**Run 1: logic cells by family**

Scale: 3 px per µm.
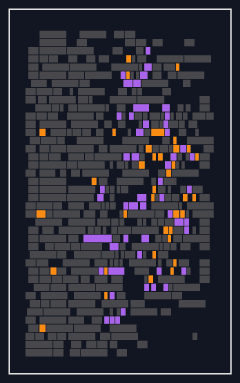
**Run 1: clock wires, drivers and flops**

Scale: 3 px per µm.
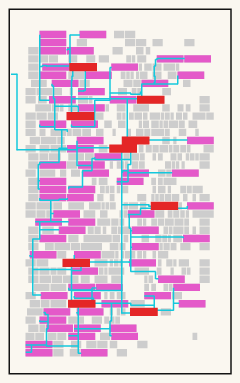
**Run 1: routed metal, one colour a layer**

Scale: 4 px per µm.
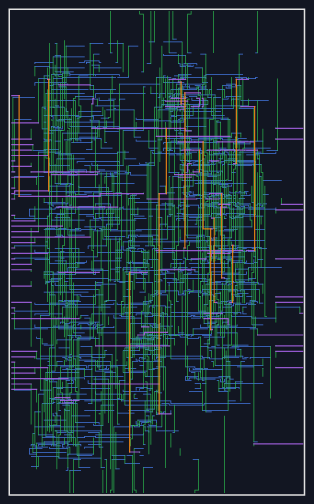
**Run 1: clock wiring as the flow saved it**

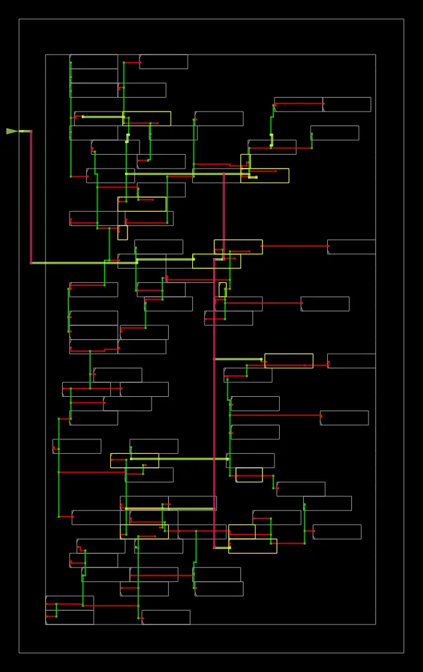
File: src/rtl/cv_checkers_monitor.sv
// Self-check receiver for the composite-video checkers pattern: recomputes the expected
// luminance from the shared pixel timing and counts mismatches over N_FRAMES whole frames.
module cv_checkers_monitor #(
    parameter int unsigned MAX_PIXEL_H   = 1280,
    parameter int unsigned MAX_SCANLINES = 625,
    parameter int unsigned CHECKERS_SIZE = 8,
    parameter int unsigned N_FRAMES      = 2,
    parameter int unsigned ERR_W         = 16,
    localparam int unsigned XW = $clog2(MAX_PIXEL_H),
    localparam int unsigned YW = $clog2(MAX_SCANLINES)
) (
    input  logic             clk,
    input  logic             reset,
    input  logic             en,
    input  logic             start,
    input  logic             clk_en_pixel,
    input  logic             x_vis,
    input  logic [XW-1:0]    x_pos,
    input  logic [YW-1:0]    y_pos,
    input  logic [1:0]       lum,
    output logic             busy,
    output logic             done,
    output logic             pass,
    output logic             aborted,
    output logic [ERR_W-1:0] err_count,
    output logic [XW-1:0]    first_err_x,
    output logic [YW-1:0]    first_err_y
);
    localparam int unsigned S  = $clog2(CHECKERS_SIZE);
    localparam int unsigned FW = $clog2(N_FRAMES + 1);
    localparam logic [ERR_W-1:0] ERR_MAX = '1;

    typedef enum logic [1:0] {IDLE, ARM, CHECK} state_t;

    state_t            state, state_d;
    logic [1:0]        exp_q, exp_d;
    logic              exp_valid, exp_valid_d;
    logic [XW-1:0]     pos_x_q, pos_x_d;
    logic [YW-1:0]     pos_y_q, pos_y_d;
    logic [FW-1:0]     frame_cnt, frame_d;
    logic [ERR_W-1:0]  err_d;
    logic [XW-1:0]     first_x_d;
    logic [YW-1:0]     first_y_d;
    logic              pass_d, aborted_d, done_d;
    logic              fs_c;
    logic [1:0]        exp_c;

    // Checker colour: horizontal square index bits folded with the vertical square parity.
    assign exp_c = x_vis ? (2'(x_pos >> S) ^ {2{y_pos[S]}}) : 2'b00;
    assign fs_c  = clk_en_pixel && (x_pos == '0) && (y_pos == '0);

    always_ff @(posedge clk or negedge reset) begin
        if (!reset) begin
            state       <= IDLE;
            exp_q       <= '0;
            exp_valid   <= 1'b0;
            pos_x_q     <= '0;
            pos_y_q     <= '0;
            frame_cnt   <= '0;
            err_count   <= '0;
            first_err_x <= '0;
            first_err_y <= '0;
            pass        <= 1'b0;
            aborted     <= 1'b0;
            done        <= 1'b0;
            busy        <= 1'b0;
        end else begin
            state       <= state_d;
            exp_q       <= exp_d;
            exp_valid   <= exp_valid_d;
            pos_x_q     <= pos_x_d;
            pos_y_q     <= pos_y_d;
            frame_cnt   <= frame_d;
            err_count   <= err_d;
            first_err_x <= first_x_d;
            first_err_y <= first_y_d;
            pass        <= pass_d;
            aborted     <= aborted_d;
            done        <= done_d;
            busy        <= (state_d != IDLE);
        end
    end

    always_comb begin
        state_d     = state;
        exp_d       = exp_q;
        exp_valid_d = exp_valid;
        pos_x_d     = pos_x_q;
        pos_y_d     = pos_y_q;
        frame_d     = frame_cnt;
        err_d       = err_count;
        first_x_d   = first_err_x;
        first_y_d   = first_err_y;
        pass_d      = pass;
        aborted_d   = aborted;
        done_d      = 1'b0;

        case (state)
            IDLE: begin
                if (start && en) begin
                    state_d     = ARM;
                    err_d       = '0;
                    first_x_d   = '0;
                    first_y_d   = '0;
                    pass_d      = 1'b0;
                    aborted_d   = 1'b0;
                    frame_d     = '0;
                    exp_valid_d = 1'b0;
                end
            end
            ARM: begin
                if (!en) begin
                    state_d     = IDLE;
                    aborted_d   = 1'b1;
                    exp_valid_d = 1'b0;
                end else if (fs_c) begin
                    state_d     = CHECK;
                    exp_d       = exp_c;
                    pos_x_d     = x_pos;
                    pos_y_d     = y_pos;
                    exp_valid_d = 1'b1;
                end
            end
            CHECK: begin
                if (!en) begin
                    state_d     = IDLE;
                    aborted_d   = 1'b1;
                    exp_valid_d = 1'b0;
                end else if (clk_en_pixel) begin
                    // lum now carries the pixel whose expectation was registered last strobe
                    if (exp_valid && (lum != exp_q)) begin
                        if (err_count != ERR_MAX) begin
                            err_d = err_count + 1'b1;
                        end
                        if (err_count == '0) begin
                            first_x_d = pos_x_q;
                            first_y_d = pos_y_q;
                        end
                    end
                    exp_d       = exp_c;
                    pos_x_d     = x_pos;
                    pos_y_d     = y_pos;
                    exp_valid_d = 1'b1;
                    if (fs_c) begin
                        frame_d = frame_cnt + 1'b1;
                        if (frame_d == FW'(N_FRAMES)) begin
                            state_d     = IDLE;
                            done_d      = 1'b1;
                            pass_d      = (err_d == '0);
                            exp_valid_d = 1'b0;
                        end
                    end
                end
            end
            default: begin
                state_d = IDLE;
            end
        endcase
    end
endmodule

File: config.mk
export PLATFORM = sky130hd
export DESIGN_NAME = cv_checkers_monitor
export DESIGN_NICKNAME = d
export VERILOG_FILES = /design/src/rtl/cv_checkers_monitor.sv
export SDC_FILE = /design/constraint.sdc
export NUM_CORES = 1
export LEC_CHECK = 0
export ABC_CLOCK_PERIOD_IN_PS = 2920
export CORE_ASPECT_RATIO = 1.75
export CORE_MARGIN = 5
export CORE_UTILIZATION = 52
export DETAILED_ROUTE_END_ITERATION = 16
export PLACE_DENSITY = 0.83
export SLEW_MARGIN = 10
export SYNTH_ARGS = -nofsm -noshare
export SYNTH_HDL_FRONTEND = slang
export SYNTH_SLANG_ARGS = --single-unit
File: constraint.sdc
create_clock -name clk -period 2.92 [get_ports clk]
set_input_delay 0.438 -clock clk [delete_from_list [all_inputs] [get_ports clk]]
set_output_delay 0.438 -clock clk [all_outputs]
set_load 0.02 [all_outputs]
==> out/metrics.csv, run 1 <==
stage;metric;value;unit
clocking;ctsHoldBuffers;0;
job;maxCapViolations;0;
clocking;clk_latency;0.33;ns
floorplan;initial_utilization;0.5343;
cells_and_area;drive_gt1_frac;0.1509;
synthesis;synthFlopType;dfrtp_1;
synthesis;synth.avg_cell_area;10.56;µm²
setup_path;crit_family;simple AND/OR/NAND/NOR gates;
floorplan;fp.dieH;121.0;µm
cells_and_area;postLayoutCellArea;4763;µm²
synthesis;synthCells;347;
clocking;cts_tree;done;
timing;final.period_utilization;0.8629;
clocking;cts_htree_levels;3;
power_and_ir_drop;power_density;634.6;nW/µm²
setup_path;r2r_start;err_count[1]$_DFFE_PN0P_;
synthesis;yosys-mux-area-fraction;0.1137;
setup_path;worstSetupStartpointType;input pin;
route;totalWireLength;9786;µm
timing;hold_viol_final;0;
setup_path;worstPathArrival;2.72;ns
cells_and_area;syn2layout_area_growth;30.02;%
outcome;outcome;finished clean;
cells_and_area;fill_cells;510;
timing;drv_slew;0;
timing;min_period;2.520;ns
placed_design;routabilityCongestion;0.9425;
route;wl_per_cell;19.26;µm
-- 'logic cells by family' (at the start) --
| colour | family | cells | most used |
|---|---|---|---|
| orange | nor cells | 36 | nor2_1 |
| purple | aoi and oai cells | 51 | o21ai_0 |

-- 'clock wires, drivers and flops' (at the start) --
[red] clock drivers | count: 9
[magenta] flip-flops | count: 69
[cyan] clock wires | length: 890 µm
routed clock nets: 10
flops lie: spread over the die

-- 'routed metal, one colour a layer' (at the start) --
| colour | layer | wire length |
|---|---|---|
| purple | metal 3 | 674 µm |
| blue | metal 1 | 3,610 µm |
| orange | metal 4 | 381 µm |
| green | metal 2 | 5,120 µm |

-- 'clock wiring as the flow saved it' (at the start) --
flip-flops: 69
CTS Sinks: 69
skew final: 0.004723 ns

## run 1: through the flow
stage / power, mW / utilization / hold WS, ns / worst slack [ns]
after floorplan: 1.788 / - / 0.1424 / 0.6135
after global placement: 2.012 / 0.6558 / 0.4689 / 0.1538
after detailed placement: 2.038 / 0.6558 / 0.4876 / 0.1162
after CTS: 3.028 / 0.6947 / 0.1826 / 0.4044
after global routing: 3.160 / 0.6947 / 0.2208 / 0.2576
final: 3.023 / 0.6947 / 0.1663 / 0.4002
## run 1: cell usage in the layout (no fill, tap or decap), drive strengths merged, types with 12 or more instances in the layout
cell type	synthesis	routed
a22o	26	26
clkbuf	16	12
a21oi	12	12
dfrtp	69	69
mux2	23	23
nand2	29	29
clkdlybuf4s50	0	68
nand3	14	14
o21ai	17	17
buf	6	17
nor2	19	19
inv	16	16
## run 1: worst max-delay path by stage
stage,start,endpoint,slack (ns),cells past startpoint
after floorplan,err_count[8]$_DFFE_PN0P_,err_count[3]$_DFFE_PN0P_,0.61,7
after global placement,x_pos[3],busy$_DFF_PN0_,0.15,7
after detailed placement,x_pos[3],busy$_DFF_PN0_,0.12,7
after CTS,y_pos[4],busy$_DFF_PN0_,0.40,7
after global routing,err_count[1]$_DFFE_PN0P_,pass$_DFFE_PN0P_,0.26,7
final,y_pos[4],busy$_DFF_PN0_,0.40,7
## run 1: kinds of logic (layout without fill, tap and decap cells)
logic type,after synthesis,after routing
buffers and inverters,38,115
muxes,32,32
and+or+nand+nor,109,109
xor gates and xnor gates,6,6
DFF,69,69
adders and majority gates,7,7
AOI/OAI and AO/OA,86,86
## run 1: cell type report
| type | instances | area [µm²] | area share |
|---|---|---|---|
| clock buffer | 12 | 256.5 | 0.05385 |
| multi-input combinational | 240 | 1774 | 0.3725 |
| timing repair buffer | 85 | 830.8 | 0.1744 |
| sequential | 69 | 1727 | 0.3625 |
| inverter | 16 | 60.06 | 0.01261 |
| clock inverter | 2 | 10.01 | 0.002101 |
| tap | 84 | 105.1 | 0.02206 |
## run 1: flip-flops by register name, summed over array words and instances, names as in the netlist, 2 cells and up
register,flops
state,2
exp_q,2
frame_cnt,2
pos_y_q,10
err_count,16
first_err_x,11
pos_x_q,11
first_err_y,10
## run 1: routing by layer
| metal | up-vias | global-route usage | part of all wire |
|---|---|---|---|
| li1 | 1435 | - | - |
| met1 | 1497 | 0.2677 | 0.37 |
| met2 | 155 | 0.3989 | 0.52 |
| met3 | 31 | 0.04561 | 0.069 |
| met4 | 0 | 0.1281 | 0.039 |
| met5 | - | 0 | 0 |
## run 1: power by group through the flow
| stage | Combinational [mW] | Sequential (mW) | Clock, mW |
|---|---|---|---|
| 2_1_floorplan | 0.534 | 1.25 | 0 |
| 3_3_place_gp | 0.734 | 1.28 | 0 |
| 3_5_place_dp | 0.762 | 1.28 | 0 |
| 4_1_cts | 0.760 | 1.27 | 1.00 |
| 5_1_grt | 0.819 | 1.29 | 1.05 |
| 6_report | 0.761 | 1.27 | 0.988 |
==> run 2: changes to the inputs <==
--- a/config.mk
+++ b/config.mk
@@ -10,6 +10,7 @@
 export CORE_MARGIN = 5
 export CORE_UTILIZATION = 52
 export DETAILED_ROUTE_END_ITERATION = 16
+export GPL_TIMING_DRIVEN = 0
 export PLACE_DENSITY = 0.83
 export SLEW_MARGIN = 10
 export SYNTH_ARGS = -nofsm -noshare
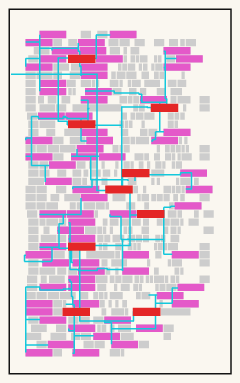
**Above:** run 2 (clock wires, drivers and flops).
Scale: 3 px per µm.
[cyan] clock wires | length: 862 µm
[red] clock drivers | count: 9
[magenta] flip-flops | count: 69
flops lie: spread over the die
routed clock nets: 10
skew final: 0.005619 ns
worst skew pair latency: 0.33 ns
clk pwr: 1.09 mW
power share of the clock group: 0.351

==> run 2 against run 1 <==
Critical path depth is the same; total power grew 2.7%; global-route usage grew 0.22 points; flip-flop count is the same; critical endpoint is now err_count[3]$_DFFE_PN0P_.
==> out/metrics.csv, run 2 <==
stage;metric;value;unit;change
synthesis;synthCells;347;;unchanged
timing;final.period_utilization;0.9386;;+0.07561
timing;setup_ws;0.1794;ns;-0.2208 ns
clocking;clkSinkCount;69;;unchanged
timing;drv_slew;0;;unchanged
cells_and_area;lay_top_cells;dfrtp_1, clkdlybuf4s50_1, nand2_1;;
clocking;cts_htree_levels;3;;unchanged
placed_design;dpl_worst_slack;-0.02133;ns;-0.1376 ns
cells_and_area;largest_reg_flops;16;;unchanged
cells_and_area;postLayoutCellArea;4783;µm²;+0.42%
cells_and_area;regArea;1727;µm²;unchanged
cells_and_area;layout_top_cell;dfrtp_1;;
job;maxCapViolations;0;;unchanged
timing;whs;0.005001;ns;-0.1613 ns
synthesis;synth.avg_cell_area;10.56;µm²;unchanged
power_and_ir_drop;power_density;648.8;nW/µm²;+2.2%
placed_design;routabilityCongestion;0.9397;;-0.30%
clocking;ctsHoldBuffers;0;;unchanged
setup_path;worstSetupStartpointType;flip-flop;;
route;wl_per_cell;18.96;µm;-1.6%
cells_and_area;logic_area;1774;µm²;unchanged
timing;min_period;2.741;ns;+0.2208 ns
cells_and_area;drive_gt1_frac;0.1366;;-0.01437
setup_path;worstPathArrival;2.96;ns;+0.24 ns
cells_and_area;fill_cells;511;;+0.20%
cells_and_area;regMostFlops;err_count;;
cells_and_area;largestRegisters;err_count: 16 flops, first_err_x: 11 flops, pos_x_q: 11 flops;;
outcome;outcome;finished clean;;
clocking;cts_tree;done;;
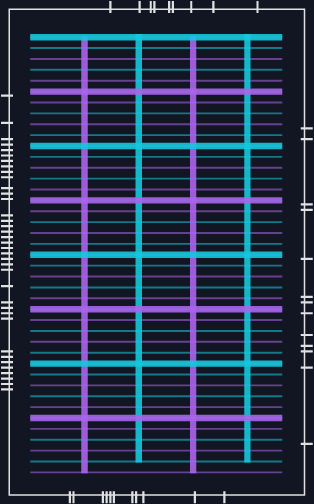
**Above:** run 2 (power grid).
Scale: 4 px per µm. Pins as bars on the die edge.
| colour | net |
|---|---|
| purple | VSS |
| cyan | VDD |
met5 straps: 8
rows: 40
met1 rails: 41
peak supply drop: 0.0005719 V
DIE WIDTH: 73.45 µm
core area: 6857 µm²
die height: 121.0 µm

## run 2: netlist changes by cell type in the layout (fill, tap and decap cells not counted), sizes merged
cell,previous run,this run
clkbuf,12,25
buf,17,8
clkinvlp,0,2
inv,16,18
bufinv,0,1
clkinv,2,1
## run 2: area by class of cell
| cell class | instances | share of cell area |
|---|---|---|
| Buffer | 21 | 0.02119 |
| Sequential cell | 69 | 0.3610 |
| Tap cell | 84 | 0.02197 |
| Clock buffer | 10 | 0.04787 |
| Inverter | 16 | 0.01256 |
| Multi-Input combinational cell | 240 | 0.3709 |
| Timing Repair Buffer | 70 | 0.1496 |
| Clock inverter | 6 | 0.01491 |
## run 2: layer usage
metal	wire (µm)	global-route usage
met2	5362	0.4206
met1	3596	0.2567
met5	0	0
met4	287	0.1122
met3	537	0.05224
## run 2: power breakdown
group          internal (mW)  switching, mW  leakage [nW]
Sequential              1.14          0.123         0.913
Combinational          0.404          0.345          1.02
Clock                  0.668          0.421         0.140
Total                   2.22          0.888          2.07
## run 2: final timing paths
path	start	endpoint	slack [ns]	cells past startpoint
setup / recovery	err_count[8]$_DFFE_PN0P_	err_count[3]$_DFFE_PN0P_	0.18	7
hold / removal	reset	state[0]$_DFF_PN0_	0.005	1
setup reg to reg	err_count[8]$_DFFE_PN0P_	err_count[3]$_DFFE_PN0P_	0.18	7
hold reg to reg	pos_y_q[0]$_DFFE_PN0P_	first_err_y[0]$_DFFE_PN0P_	0.50	1
max in group asynchronous	reset	err_count[12]$_DFFE_PN0P_	2.38	2
min in group clk	pos_y_q[0]$_DFFE_PN0P_	first_err_y[0]$_DFFE_PN0P_	0.50	1
## run 2: cell families after synthesis
family | after synthesis
AOI/OAI and AO/OA | 86
xor gates and xnor gates | 6
adders and majority gates | 7
buffers and inverters | 38
DFF | 69
muxes | 32
and+or+nand+nor | 109
## run 2: worst reg2reg max path, delay by kind of cell (launching register included)
family | cells | cell delay (ns)
flops | 1 | 0.34
buf+inv | 1 | 0.35
compound gates | 1 | 0.18
mux | 1 | 0.33
simple gates | 4 | 1.43
## run 2: through the flow
stage | util | power [mW] | std cells
floorplan | - | 1.788 | 347
global placement | 0.6504 | 1.985 | 500
detailed placement | 0.6540 | 2.022 | 501
CTS | 0.6978 | 3.123 | 517
global route | 0.6976 | 3.252 | 516
finish | 0.6976 | 3.104 | 516
Power is estimated from default activity; no workload was simulated.
